File: src/rtl/p12_scan_loader_if.sv
// Handshake and scan-chain bundle for p12_scan_loader.
// master: drives start, in_data, in_valid, scan_in.
// slave:  drives in_ready, scan_en, scan_out, rb_data,
//         rb_valid, busy, done, err.
interface p12_scan_loader_if;
    logic       start;
    logic [7:0] in_data;
    logic       in_valid;
    logic       in_ready;
    logic       scan_en;
    logic       scan_out;
    logic       scan_in;
    logic [7:0] rb_data;
    logic       rb_valid;
    logic       busy;
    logic       done;
    logic       err;

    modport master (
        output start, in_data, in_valid, scan_in,
        input  in_ready, scan_en, scan_out,
        input  rb_data, rb_valid, busy, done, err
    );

    modport slave (
        input  start, in_data, in_valid, scan_in,
        output in_ready, scan_en, scan_out,
        output rb_data, rb_valid, busy, done, err
    );
endinterface

File: src/rtl/p12_scan_loader.sv
// Byte-fed scan chain loader with serial readback.
// Ports: clk, rst (sync, active-high), bus (slave modport):
//   start/in_data/in_valid/in_ready byte feed,
//   scan_en/scan_out/scan_in chain, rb_data/rb_valid
//   readback, busy/done/err status.
module p12_scan_loader #(
    parameter int CHAIN_LEN = 64
) (
    input logic            clk,
    input logic            rst,
    p12_scan_loader_if.slave bus
);

    localparam int CW = $clog2(CHAIN_LEN) + 1;
    localparam logic [CW-1:0] LAST_BIT = CW'(CHAIN_LEN - 1);

    typedef enum logic [2:0] {
        S_IDLE,
        S_FILL,
        S_SHIFT,
        S_DONE,
        S_ERR
    } state_t;

    state_t r_state;
    state_t w_next;

    logic [CW-1:0] r_cnt;
    logic [7:0]    r_sr;
    logic [7:0]    r_hold;
    logic          r_hold_full;
    logic [7:0]    r_rb;
    logic          r_rb_valid;
    logic          r_err;

    logic w_bit7;
    logic w_last;
    logic w_start_ok;
    logic w_ld_in;
    logic w_ld_hold;
    logic w_hold_ld;
    logic w_to_err;
    logic w_in_ready;
    logic w_scan_en;
    logic w_busy;
    logic w_done;

    assign w_bit7 = (r_cnt[2:0] == 3'd7);
    assign w_last = (r_cnt == LAST_BIT);

    always_ff @(posedge clk) begin
        if (rst) begin
            r_state <= S_IDLE;
        end else begin
            r_state <= w_next;
        end
    end

    always_comb begin
        w_next     = r_state;
        w_start_ok = 1'b0;
        w_ld_in    = 1'b0;
        w_ld_hold  = 1'b0;
        w_hold_ld  = 1'b0;
        w_to_err   = 1'b0;
        w_in_ready = 1'b0;
        w_scan_en  = 1'b0;
        w_busy     = 1'b0;
        w_done     = 1'b0;
        unique case (r_state)
            S_IDLE: begin
                if (bus.start) begin
                    w_next     = S_FILL;
                    w_start_ok = 1'b1;
                end
            end
            S_FILL: begin
                w_busy     = 1'b1;
                w_in_ready = 1'b1;
                if (bus.in_valid) begin
                    w_ld_in = 1'b1;
                    w_next  = S_SHIFT;
                end
            end
            S_SHIFT: begin
                w_busy     = 1'b1;
                w_scan_en  = 1'b1;
                w_in_ready = !r_hold_full;
                if (w_last) begin
                    w_next = S_DONE;
                end else if (w_bit7) begin
                    // Byte boundary: the next byte must come
                    // from holding or straight off the bus.
                    if (r_hold_full) begin
                        w_ld_hold = 1'b1;
                    end else if (bus.in_valid) begin
                        w_ld_in = 1'b1;
                    end else begin
                        w_next   = S_ERR;
                        w_to_err = 1'b1;
                    end
                end else begin
                    w_hold_ld = bus.in_valid && !r_hold_full;
                end
            end
            S_DONE: begin
                w_done = 1'b1;
                w_next = S_IDLE;
            end
            S_ERR: begin
                if (bus.start) begin
                    w_next     = S_FILL;
                    w_start_ok = 1'b1;
                end
            end
            default: begin
                w_next = S_IDLE;
            end
        endcase
    end

    always_ff @(posedge clk) begin
        if (rst) begin
            r_cnt       <= '0;
            r_sr        <= '0;
            r_hold      <= '0;
            r_hold_full <= 1'b0;
            r_rb        <= '0;
            r_rb_valid  <= 1'b0;
            r_err       <= 1'b0;
        end else begin
            r_rb_valid <= 1'b0;
            if (w_start_ok) begin
                r_cnt <= '0;
                r_err <= 1'b0;
            end
            if (w_to_err) begin
                r_err <= 1'b1;
            end
            if (w_ld_in) begin
                r_sr <= bus.in_data;
            end else if (w_ld_hold) begin
                r_sr <= r_hold;
            end else if (w_scan_en) begin
                r_sr <= {1'b0, r_sr[7:1]};
            end
            if (w_scan_en) begin
                r_cnt      <= r_cnt + CW'(1);
                // Returned bits enter at the top so the
                // first one ends up in bit 0.
                r_rb       <= {bus.scan_in, r_rb[7:1]};
                r_rb_valid <= w_bit7;
            end
            if (w_hold_ld) begin
                r_hold      <= bus.in_data;
                r_hold_full <= 1'b1;
            end else if (w_ld_hold) begin
                r_hold_full <= 1'b0;
            end else if (w_done) begin
                r_hold      <= '0;
                r_hold_full <= 1'b0;
            end
        end
    end

    assign bus.in_ready = w_in_ready;
    assign bus.scan_en  = w_scan_en;
    assign bus.scan_out = w_scan_en & r_sr[0];
    assign bus.rb_data  = r_rb;
    assign bus.rb_valid = r_rb_valid;
    assign bus.busy     = w_busy;
    assign bus.done     = w_done;
    assign bus.err      = r_err;

endmodule
File: src/flat_wrapper.sv
// flat-port wrapper written by rule: the top's interface ports become plain ports
module p12_scan_loader_flat 
#(
    parameter int CHAIN_LEN = 64
)
  (clk, rst, bus_start, bus_in_data, bus_in_valid, bus_scan_in, bus_in_ready, bus_scan_en, bus_scan_out, bus_rb_data, bus_rb_valid, bus_busy, bus_done, bus_err);
  p12_scan_loader_if bus_i ();
  input logic clk;
  input logic rst;
  input wire logic [$bits(bus_i.start)-1:0] bus_start;
  input wire logic [$bits(bus_i.in_data)-1:0] bus_in_data;
  input wire logic [$bits(bus_i.in_valid)-1:0] bus_in_valid;
  input wire logic [$bits(bus_i.scan_in)-1:0] bus_scan_in;
  output wire logic [$bits(bus_i.in_ready)-1:0] bus_in_ready;
  output wire logic [$bits(bus_i.scan_en)-1:0] bus_scan_en;
  output wire logic [$bits(bus_i.scan_out)-1:0] bus_scan_out;
  output wire logic [$bits(bus_i.rb_data)-1:0] bus_rb_data;
  output wire logic [$bits(bus_i.rb_valid)-1:0] bus_rb_valid;
  output wire logic [$bits(bus_i.busy)-1:0] bus_busy;
  output wire logic [$bits(bus_i.done)-1:0] bus_done;
  output wire logic [$bits(bus_i.err)-1:0] bus_err;
  assign bus_i.start = bus_start;
  assign bus_i.in_data = bus_in_data;
  assign bus_i.in_valid = bus_in_valid;
  assign bus_i.scan_in = bus_scan_in;
  assign bus_in_ready = bus_i.in_ready;
  assign bus_scan_en = bus_i.scan_en;
  assign bus_scan_out = bus_i.scan_out;
  assign bus_rb_data = bus_i.rb_data;
  assign bus_rb_valid = bus_i.rb_valid;
  assign bus_busy = bus_i.busy;
  assign bus_done = bus_i.done;
  assign bus_err = bus_i.err;
  p12_scan_loader #(.CHAIN_LEN(CHAIN_LEN)) u_core (.clk(clk), .rst(rst), .bus(bus_i));
endmodule
File: config.mk
export PLATFORM = sky130hd
export DESIGN_NAME = p12_scan_loader_flat
export DESIGN_NICKNAME = d
export VERILOG_FILES = /design/src/rtl/p12_scan_loader_if.sv /design/src/rtl/p12_scan_loader.sv /design/src/flat_wrapper.sv
export SDC_FILE = /design/constraint.sdc
export NUM_CORES = 1
export LEC_CHECK = 0
export ABC_AREA = 1
export ABC_CLOCK_PERIOD_IN_PS = 1400
export CAP_MARGIN = 10
export CORE_ASPECT_RATIO = 1.5
export CORE_MARGIN = 2
export CORE_UTILIZATION = 35
export DETAILED_ROUTE_END_ITERATION = 8
export GPL_TIMING_DRIVEN = 0
export PLACE_DENSITY = 0.57
export RECOVER_POWER = 100
export SYNTH_ARGS = -nofsm -noshare
export SYNTH_HDL_FRONTEND = slang
export SYNTH_SLANG_ARGS = --single-unit
File: constraint.sdc
create_clock -name clk -period 1.4 [get_ports clk]
set_input_delay 0.28 -clock clk [delete_from_list [all_inputs] [get_ports clk]]
set_output_delay 0.28 -clock clk [all_outputs]
set_load 0.03 [all_outputs]
==> results.txt, run 1 <==
Results of the full flow below.

STA:
- The run gives the final worst-path setup slack as -0.1565 ns.
- The run gives the final count of hold timing violations as 0.
- The run puts the final clock skew at 0.006974 ns.
- The run gives the total of endpoints with negative setup slack in the final report as 21.

Finish:
- The run puts the storage element area at 753.2 sq um.
- Leaving out the clock tree, the finished layout contains a buffer count of 56.
- The run puts the area of the multi-input gates at 1209 sq um.
- The run puts the net total in the final layout at 327.
- The run gives the commonest non-fill, non-tap cell in the layout as sky130_fd_sc_hd__nand2_1.
- The run gives the clock buffer count in the final layout as 7.
- The run gives the final standard cell utilization of the core as 54.05%.

Worst setup path:
- The report puts the cell count of the worst reg-to-reg path at 10.
- The run gives the endpoint of the lowest-slack register-to-register path as u_core.r_hold[2].
- Data arrives at the worst endpoint at 1.28 ns.
- Looking at the critical path, the highest net fanout was 5.
- The run puts the longest individual stage delay on the worst path at 0.33 ns.
- The number of buffers and inverters on the critical path is 4.
- The run gives the worst reg2reg path startpoint as u_core.r_cnt[1].
- The capture point of the critical path was reported as bus_in_ready.
- Tracing the worst setup path back leads to its startpoint at u_core.r_state[0].

Yosys:
- The cell-mix breakdown from Yosys lists the XOR/XNOR area share as 0%.
- The run puts the synthesized area per cell at 7.247 sq um.
- For reference, compound AND-OR and OR-AND cells occupy 9.761% of the area reported after synthesis.
- After synthesis, the largest family of logic cells by area is simple AND/OR/NAND/NOR gates.
- The run gives the proportion of synthesized chip area in sequential cells as 39.31%.
- In the synthesis report, Yosys lists the chip area as 1884 sq um.

Outcome:
- The flow ran to the end, but the final reports show violations.
- The final reports fail on negative setup slack.

Floorplanning:
- The run puts the y dimension of the die at 93.87 um.
- The run gives the die extent in x as 63.91 um.
- For this floorplan the total number of well-tap instances is 68.
- The floorplan has 32 rows.

Drt:
- The run puts the detailed-route wire length per cell at 14.21 um.
- The run puts the via density per instance at 5.045.
- The run gives the DRC violation count after routing as 0.
- The run puts the remaining antenna violation count at 0.
- In the detailed route, the total length drawn on met3 is 115 um.

Power:
- In this run switching power makes up 42.06% of total power.
- The run puts the portion of total power attributed to the clock network at 15.6%.
- In the power breakdown, the internal column shows 2.774 mW.
- The run gives the power drawn by the clock network as 749 uW.
- The run gives the power density over the cells as 1715 nW/um^2.

Place:
- The run gives the number of placed cells counting well taps as 354.
- The run gives the weighted congestion at the end of routability-driven global placement as 0.8077.

Clocking:
- The run gives the clock transition at the registers of the reported paths as 0.07 ns.
- The run puts the post-CTS repair timing setup buffer count at 18.
- The run gives the number of cells upsized or downsized after cts as 94.

GRT:
- The run gives the routing layer with the top usage in global route as met2.
- The run gives the global-route wire length before repair as 8901 um.
- The run puts the number of global-route vias before repair at 1860.

Min path:
- The run puts the cell depth of the worst hold path at 2.
-- run 1: Yosys cell counts --
library cell / instances / area [sq um]
sky130_fd_sc_hd__nand2_1: 47 / 176.4
sky130_fd_sc_hd__dfxtp_1: 37 / 740.7
sky130_fd_sc_hd__nor2_1: 35 / 131.4
sky130_fd_sc_hd__nand3_1: 26 / 130.1
sky130_fd_sc_hd__a21oi_1: 19 / 95.09
sky130_fd_sc_hd__inv_1: 18 / 67.56
sky130_fd_sc_hd__o21ai_0: 12 / 60.06
sky130_fd_sc_hd__nor3_1: 9 / 45.04
sky130_fd_sc_hd__nand4_1: 8 / 50.05
sky130_fd_sc_hd__nand2_2: 6 / 37.54
sky130_fd_sc_hd__nand3b_1: 6 / 45.04
sky130_fd_sc_hd__clkbuf_1: 5 / 18.77
sky130_fd_sc_hd__inv_2: 4 / 15.01
sky130_fd_sc_hd__nand3_2: 4 / 40.04
sky130_fd_sc_hd__buf_2: 3 / 15.01
sky130_fd_sc_hd__buf_6: 3 / 33.78
sky130_fd_sc_hd__nor2_2: 3 / 18.77
sky130_fd_sc_hd__a211oi_1: 2 / 15.01
sky130_fd_sc_hd__ha_1: 2 / 25.02
sky130_fd_sc_hd__nand3_4: 2 / 35.03
sky130_fd_sc_hd__nor2_4: 2 / 22.52
sky130_fd_sc_hd__clkinv_1: 1 / 3.750
sky130_fd_sc_hd__nand2_4: 1 / 11.26
sky130_fd_sc_hd__nor2_8: 1 / 20.02
sky130_fd_sc_hd__nor3_2: 1 / 10.01
sky130_fd_sc_hd__nor3b_1: 1 / 7.510
sky130_fd_sc_hd__o2111ai_1: 1 / 8.760
sky130_fd_sc_hd__o21ai_1: 1 / 5.000
Figure 1. Metal 1 (run 1).
Bar = 20 um. Supply wires on this layer in grey.
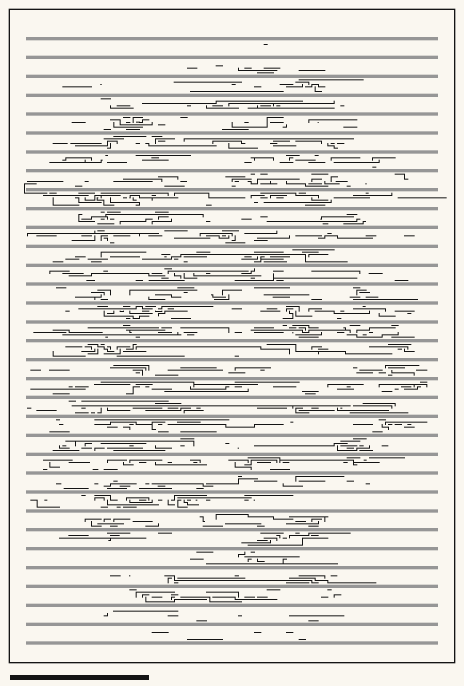
main direction	horizontal
share of all routed wire	40%
longest straight run	40.0 um
final routed wirelength across all metal layers: 5401 um
vias: 1917
met1 demand-to-capacity share in global routing: 21.25%

Figure 2. M2 wires (run 1).
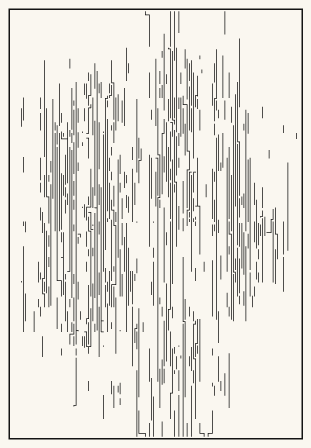
wire length on this layer	3040 um
share of all routed wire	56%
nets with wire on the layer	269
main direction	vertical
longest straight run	57.5 um
global-route met2 utilization: 35.76%

Figure 3. M3 wires (run 1).
Bar = 20 um. Cells faint in the background.
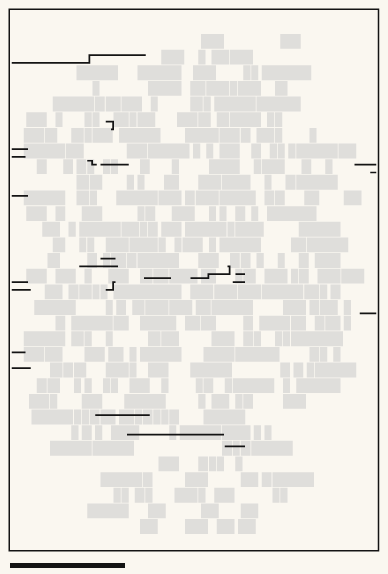
share of all routed wire	2.1%
nets with wire on the layer	21
wire length on this layer	115 um
longest straight run	16.6 um
main direction	horizontal
global-route track usage on met3: 4.197%

==> inputs of run 2 (changes only) <==
CTS_CLUSTER_DIAMETER = 60   (was default)
GPL_TIMING_DRIVEN = default   (was 0)
Figure 4. Clock wiring as the flow saved it (run 2).
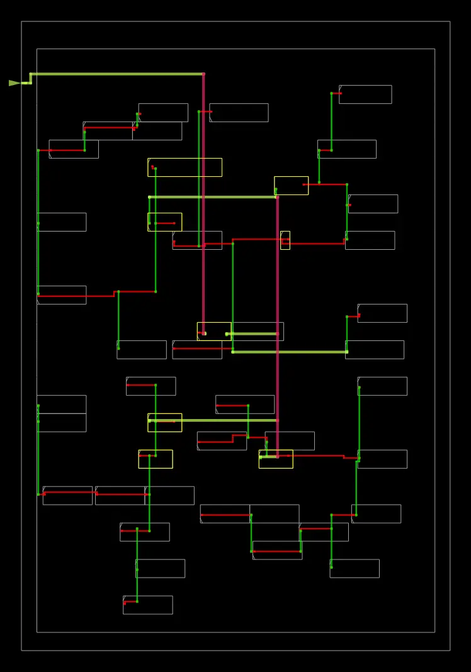
number of buffers created by CTS: 5
CTS Sinks: 37
Skew-Pair Late Insertion Delay: 0.30 ns
clock tree buffer count of the final layout: 7
sequential cell count: 37

Figure 5. M2 wires (run 2).
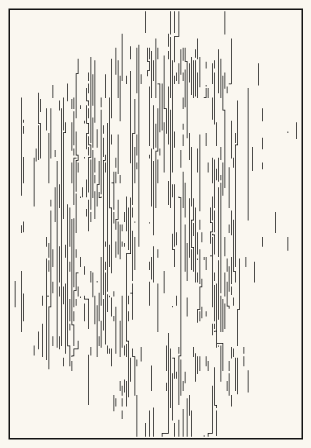
wire length on this layer	2760 um
longest straight run	52.0 um
main direction	vertical
nets with wire on the layer	264
vias: 1940
global-route met2 utilization: 29.77%
final routed wirelength across all metal layers: 5211 um

==> run 2 against run 1 <==
Via count increased by 1.2%. Global-route usage fell by 2.0 points. The run still ends with negative setup slack left. Critical path depth shrank 1. Setup slack better by 0.019 ns. Register-to-register slack hardly changed. Largest power group unchanged. Sequential share of layout area is 1.6 points lower.
==> results.txt, run 2 <==
Results of the full flow below.

Outcome:
- Outcome: finished, violations left (unchanged).
- Failing checks: negative setup slack (unchanged).

Finish:
- The run puts the antenna diode count at 0 (unchanged).
- The final standard cell count with taps included and fillers excluded came to 397 (was 380).
- Most frequent cells in the layout: 32 x sky130_fd_sc_hd__nor2_1, 32 x sky130_fd_sc_hd__buf_4, 31 x sky130_fd_sc_hd__dfxtp_1 (was 39 x sky130_fd_sc_hd__nand2_1, 32 x sky130_fd_sc_hd__nor2_1, 31 x sky130_fd_sc_hd__dfxtp_1).
- The run gives the clock distribution area overhead in the final layout as 3.888% (was 3.093%).
- The storage element area was 758.2 sq um (was 753.2 sq um).
- The run gives the net total in the final layout as 343 (was 327).
- The run puts the number of ordinary and repair buffers in the finished layout at 71 (was 56).
- The area of the multi-input gates is 1270 sq um (was 1209 sq um).

Worst setup path:
- The worst endpoint data arrival time came to 1.26 ns (was 1.28 ns).
- The run puts the data required time of the worst path at 1.12 ns (about the same).
- The run gives the register-to-register setup slack as -0.08 ns (was -0.07 ns).
- The count of cells along the worst register-to-register path came to 10 (unchanged).
- The endpoint of the lowest-slack register-to-register path is u_core.r_hold[2] (unchanged).
- The run gives the worst setup path endpoint as bus_scan_en (was bus_in_ready).
- The run gives the critical path launch point as u_core.r_state[0] (unchanged).
- The largest fanout on the critical path is 3 (was 5).
- The run gives the kind of start point of the critical path as a flop (unchanged).
- The run gives the worst reg2reg path startpoint as u_core.r_state[0] (was u_core.r_cnt[1]).

Yosys:
- The run gives the synthesized area per cell as 7.247 sq um (unchanged).
- The synthesis warning total came to 0 (unchanged).
- Synth area leaders: sky130_fd_sc_hd__dfxtp_1 39%, sky130_fd_sc_hd__nand2_1 9.4%, sky130_fd_sc_hd__nor2_1 7.0% (unchanged).
- The run gives the share of synthesized cell area in and-or and or-and compound cells as 9.761% (unchanged).
- The count of library flops with an enable pin came to 0 (unchanged).
- The run puts the total cell area reported by yosys after synthesis at 1884 sq um (unchanged).
- The run puts the async set or reset register ratio after synthesis at 0% (unchanged).
- The cell with the most instances after synthesis is sky130_fd_sc_hd__nand2_1 (unchanged).
- The run gives the proportion of synthesized chip area in sequential cells as 39.31% (unchanged).
- The main kind of combinational logic by area is simple AND/OR/NAND/NOR gates (unchanged).
- The run gives the largest area contributor in the synthesized netlist as sky130_fd_sc_hd__dfxtp_1 (unchanged).
- The run puts the post-synthesis net count at 275 (unchanged).
- The run gives the synthesized-area fraction occupied by xor and xnor cells as 0% (unchanged).
- Synth cell count leaders: 47 x sky130_fd_sc_hd__nand2_1, 37 x sky130_fd_sc_hd__dfxtp_1, 35 x sky130_fd_sc_hd__nor2_1 (unchanged).
- The run puts the number of cells in Yosys stat at 260 (unchanged).
- The run gives the dominant synthesized flop cell as sky130_fd_sc_hd__dfxtp_1 (unchanged).
- The run puts the share of the synthesized area in the top cell type at 39.31% (unchanged).

STA:
- The run gives the final worst-path setup slack as -0.1373 ns (was -0.1565 ns).
- The run puts the final max-slew violation count at 0 (unchanged).
- The run gives the final clock skew as 0.01256 ns (was 0.006974 ns).
- The run gives the final count of hold timing violations as 0 (unchanged).
- The total of endpoints with negative setup slack in the final report came to 23 (was 21).
- The run gives the post-route setup TNS as -1.096 ns (was -1.352 ns).

Min path:
- The run puts the cell depth of the worst hold path at 2 (unchanged).

GRT:
- The global-route wire length before repair was 8142 um (was 8901 um).
- The number of global-route vias before repair is 1768 (was 1860).
- The run gives the initial antenna violation count as 0 (unchanged).

Place:
- The number of placed cells counting well taps was 373 (was 354).
- The run gives the detailed placer's ending HPWL as 3334 um (was 3475 um).
- The run gives the number of input and output port buffers inserted as 27 (was 26).
- The run puts the weighted congestion at the end of routability-driven global placement at 0.8160 (was 0.8077).

Power:
- The run gives the internal power of the cells as 3.091 mW (was 2.774 mW).
- The run puts the power density over the cells at 1725 nW/um^2 (was 1715 nW/um^2).
- The static leakage power is 1.311 nW (was 1.222 nW).
- The switching power of the nets was 2.072 mW (was 2.014 mW).
- The run puts the portion of total power attributed to the clock network at 18.9% (was 15.6%).
- The switching power as a share of total power was 40.13% (was 42.06%).
- The share of total power in combinational logic was 51.5% (was 52.8%).

Run:
- The number of warnings in the stage logs is 29 (unchanged).

Floorplanning:
- The run puts the y dimension of the die at 93.87 um (unchanged).
- The die extent in x came to 63.91 um (unchanged).
- The count of standard-cell rows was 32 (unchanged).
- The run puts the number of tap cells inserted at 68 (unchanged).

Clocking:
- The maximum level of the CTS H-tree was 2 (unchanged).
- The run puts the clock transition at the registers of the reported paths at 0.08 ns (was 0.07 ns).

Drt:
- The DRC violation count after routing was 0 (unchanged).
- The run puts the remaining antenna violation count at 0 (unchanged).
- The via density per instance was 4.887 (was 5.045).
- The run puts the detailed-route wire length per cell at 13.13 um (was 14.21 um).
-- run 2: routing by layer --
layer  vias up  track usage (%)  wire length (um)
li1        994                -                 -
met1       897            20.31              2173
met2        40            29.77              2756
met3         9            4.077               178
met4         0            7.971               102
met5         -                0                 0
-- run 2: power by group through the flow --
| stage | Combinational (mW) | Clock [mW] | Sequential, mW |
|---|---|---|---|
| finish | 2.66 | 0.975 | 1.53 |
| global route | 2.88 | 1.04 | 1.56 |
| detailed placement | 2.06 | 0 | 1.50 |
| CTS | 2.42 | 0.997 | 1.50 |
| floorplan | 1.31 | 0 | 1.61 |
| global placement | 2.06 | 0 | 1.50 |
-- run 2: cells by family after synthesis --
logic type,after synthesis
adder cells (fa/ha/maj),2
buffers and inverters,34
AND-OR/OR-AND,35
AND/OR/NAND/NOR,152
flip-flops,37
-- run 2: worst max-delay path: stages, from the launching register on --
cell	delay [ns]
sky130_fd_sc_hd__dfxtp_2	0.34
sky130_fd_sc_hd__inv_4	0.07
sky130_fd_sc_hd__nand2_4	0.06
sky130_fd_sc_hd__nor2_8	0.15
sky130_fd_sc_hd__buf_12	0.12
sky130_fd_sc_hd__buf_8	0.09
sky130_fd_sc_hd__buf_6	0.12
-- run 2: through the flow --
step | total power [mW] | utilization [%] | worst slack, ns | cell area [sq um]
2_1_floorplan | 2.928 | - | 0.008107 | 1937
3_3_place_gp | 3.559 | 47.09 | -0.2153 | 2432
3_5_place_dp | 3.565 | 47.09 | -0.2631 | 2432
4_1_cts | 4.918 | 53.42 | -0.1379 | 2759
5_1_grt | 5.468 | 57.95 | -0.1782 | 2993
6_report | 5.163 | 57.95 | -0.1373 | 2993
-- run 2: repair_timing --
action | CTS | global route
buffers inserted | 11 | 4
cloned | 1 | 0
pin swaps | 4 | 15
gates resized | 46 | 55
endpoints found under the setup margin | 36 | 34
==> inputs of run 3 (changes only) <==
CORE_ASPECT_RATIO = default   (was 1.5)
Figure 6. M3 wires (run 3).
Bar = 20 um. Cells faint in the background.
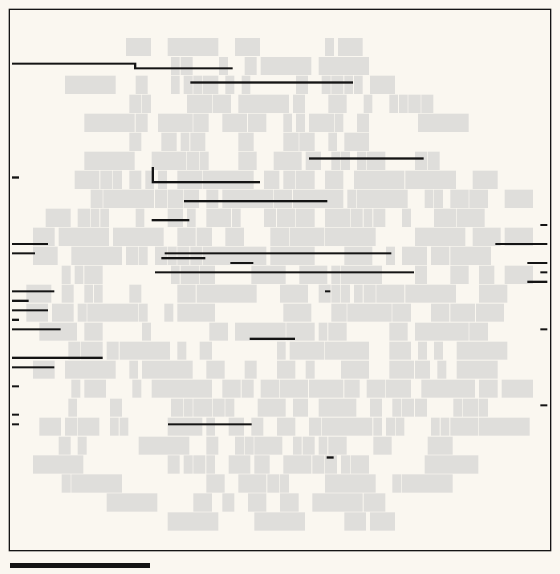
vias: 1941
global-route track usage on met3: 3.721%

Figure 7. Clock wiring as the flow saved it (run 3).
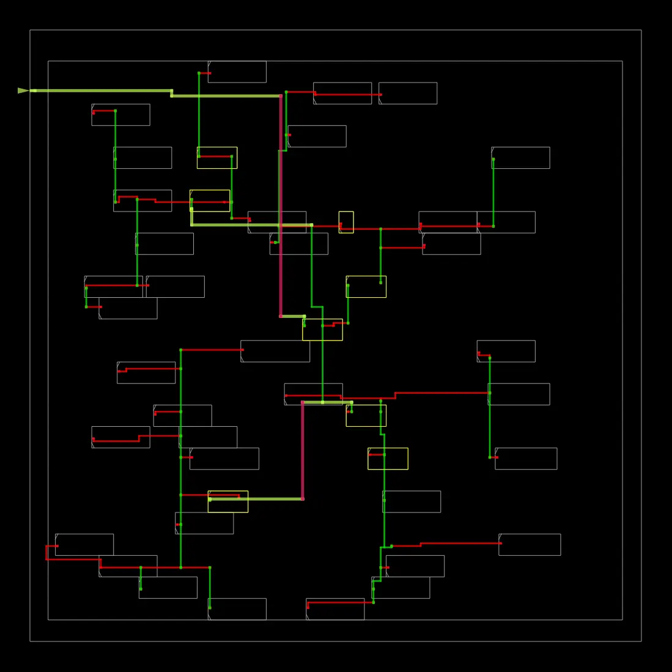
clk pwr: 825 uW
final clock skew: 0.005353 ns
Skew-Pair Late Insertion Delay: 0.29 ns

==> run 3 against run 2 <==
The flow still finishes with violations (negative setup slack). Synthesized cell count unchanged. Register-to-register slack better by 0.02 ns. Sequential power about the same. Fmax up 2.3%. Critical path depth unchanged. Core utilization down 1.9 points. Hold slack better by 0.0047 ns. Cell count down 0.25%. First-iteration DRC count up 45%.
==> results.txt, run 3 <==
Results of the full flow below.

Worst setup path:
- The run puts the largest fanout on the critical path at 4 (was 3).
- The slowest cell on the critical path was sky130_fd_sc_hd__dfxtp_2 (unchanged).
- Ordered list of cells on the worst path: inv_4 > nand2_4 > nor2_8 > inv_6 > o21ai_4 > buf_6 (was inv_4 > nand2_4 > nor2_8 > buf_12 > buf_8 > buf_6).
- The family with the most delay on the worst path is flip-flops (was buffers and inverters).
- The data required time of the worst path came to 1.12 ns (about the same).
- The count of buffer and inverter cells on the critical path was 3 (was 4).
- The run gives the register-to-register setup slack as -0.06 ns (was -0.08 ns).
- The run gives the endpoint of the lowest-slack register-to-register path as u_core.r_hold[3] (was u_core.r_hold[2]).
- The kind of start point of the critical path is a flop (unchanged).
- The worst reg2reg path startpoint is u_core.r_state[0] (unchanged).

Yosys:
- The run puts the post-synthesis net count at 275 (unchanged).
- Synth cell count leaders: 47 x sky130_fd_sc_hd__nand2_1, 37 x sky130_fd_sc_hd__dfxtp_1, 35 x sky130_fd_sc_hd__nor2_1 (unchanged).
- The run puts the proportion of synthesized chip area in sequential cells at 39.31% (unchanged).
- The run gives the total cell area reported by yosys after synthesis as 1884 sq um (unchanged).
- The cell with the most instances after synthesis was sky130_fd_sc_hd__nand2_1 (unchanged).
- The synthesized area per cell is 7.247 sq um (unchanged).
- The dominant synthesized flop cell is sky130_fd_sc_hd__dfxtp_1 (unchanged).
- The largest area contributor in the synthesized netlist is sky130_fd_sc_hd__dfxtp_1 (unchanged).
- The run puts the count of library flops with an enable pin at 0 (unchanged).
- The run gives the share of the synthesized area in the top cell type as 39.31% (unchanged).
- The synthesis warning total is 0 (unchanged).
- The async set or reset register ratio after synthesis was 0% (unchanged).

Drt:
- The run puts the met1 routed wirelength after detailed routing at 2391 um (was 2173 um).
- The run puts the via density per instance at 4.902 (was 4.887).
- The run gives the DRC violation count after routing as 0 (unchanged).
- The run puts the met3 wire length at 274 um (was 178 um).
- The remaining antenna violation count is 0 (unchanged).
- The run puts the total routed wirelength at 5141 um (was 5211 um).
- The detailed-route wire length per cell was 12.98 um (was 13.13 um).

Power:
- The run puts the combinational power at 2.57 mW (was 2.66 mW).
- The run gives the switching power of the nets as 1.997 mW (was 2.072 mW).
- The portion of total power attributed to the clock network came to 16.8% (was 18.9%).
- The switching power as a share of total power is 40.73% (was 40.13%).
- The share of total power in combinational logic was 52.5% (was 51.5%).
- The power of the sequential group was 1.51 mW (was 1.53 mW).

GRT:
- The met1 demand-to-capacity share in global routing came to 24.06% (was 20.31%).
- The routing layer with the top usage in global route is met2 (unchanged).
- The global-route wire length before repair came to 8556 um (was 8142 um).
- The run puts the initial antenna violation count at 0 (unchanged).

Outcome:
- Failing checks: negative setup slack (unchanged).
- Outcome: finished, violations left (unchanged).

Clocking:
- The maximum level of the CTS H-tree came to 2 (unchanged).
- The run gives the clock transition at the registers of the reported paths as 0.08 ns (about the same).
- The run puts the number of cells upsized or downsized after cts at 36 (was 46).
- The post-CTS repair timing setup buffer count is 5 (was 11).

Finish:
- The run puts the antenna diode count at 0 (unchanged).
- The run puts the final standard cell utilization of the core at 56.01% (was 57.95%).
- The run puts the final standard cell count with taps included and fillers excluded at 396 (was 397).
- The net total in the final layout is 340 (was 343).

Floorplanning:
- The run gives the die extent in x as 77.38 um (was 63.91 um).

STA:
- The run puts the total of endpoints with negative setup slack in the final report at 19 (was 23).
- The final worst-path setup slack is -0.1034 ns (was -0.1373 ns).

Place:
- The number of input and output port buffers inserted came to 27 (unchanged).
- The run puts the detailed placer's ending HPWL at 3379 um (was 3334 um).
- The run gives the weighted congestion at the end of routability-driven global placement as 0.8238 (was 0.8160).
- The run puts the setup slack after placement at -0.2809 ns (was -0.2631 ns).

Min path:
- The run puts the cell depth of the worst hold path at 2 (unchanged).
run 3: worst max path at each step:
| stage | start | cells after the start | to | slack, ns |
|---|---|---|---|---|
| final | u_core.r_state[0] | 6 | bus_in_ready | -0.10 |
| after global routing | u_core.r_state[0] | 6 | bus_in_ready | -0.16 |
| after CTS | u_core.r_state[0] | 5 | bus_scan_en | -0.16 |
| after detailed placement | bus_in_valid | 8 | u_core.r_sr[6] | -0.28 |
| after global placement | bus_in_valid | 8 | u_core.r_sr[4] | -0.24 |
| after floorplan | u_core.r_cnt[0] | 9 | u_core.r_sr[0] | 0.008 |
run 3: stage by stage:
step | area [sq um] | total power [mW] | TNS, ns
6_report | 2879 | 4.903 | -0.7040
5_1_grt | 2879 | 5.255 | -2.925
4_1_cts | 2690 | 4.673 | -0.9909
3_5_place_dp | 2460 | 3.638 | -3.951
3_3_place_gp | 2460 | 3.625 | -3.718
2_1_floorplan | 1937 | 2.928 | 0
run 3: tightest hold or removal path, delay by kind of cell, from the launching register on:
family | cells | cell delay, ns
AOI/OAI and AO/OA | 1 | 0.05
DFF | 1 | 0.32
and+or+nand+nor | 1 | 0.06
run 3: kinds of logic (layout without fill, tap and decap cells):
logic type	Yosys count	after routing	synth area share, %
adders and majority gates	2	2	1.328
DFF	37	37	39.31
buffers and inverters	34	99	8.166
and+or+nand+nor	152	153	41.43
AOI/OAI and AO/OA	35	35	9.761
run 3: cell type report:
class                           instances  area [sq um]  area share, %
Clock inverter                          1         5.005         0.1738
Inverter                               23         97.59          3.390
Tap cell                               70         87.58          3.042
Clock buffer                            7         96.34          3.346
Multi-Input combinational cell        190          1181          41.03
Timing Repair Buffer                   68         659.4          22.90
Sequential cell                        37         752.0          26.12
Power is estimated from default activity; no workload was simulated.
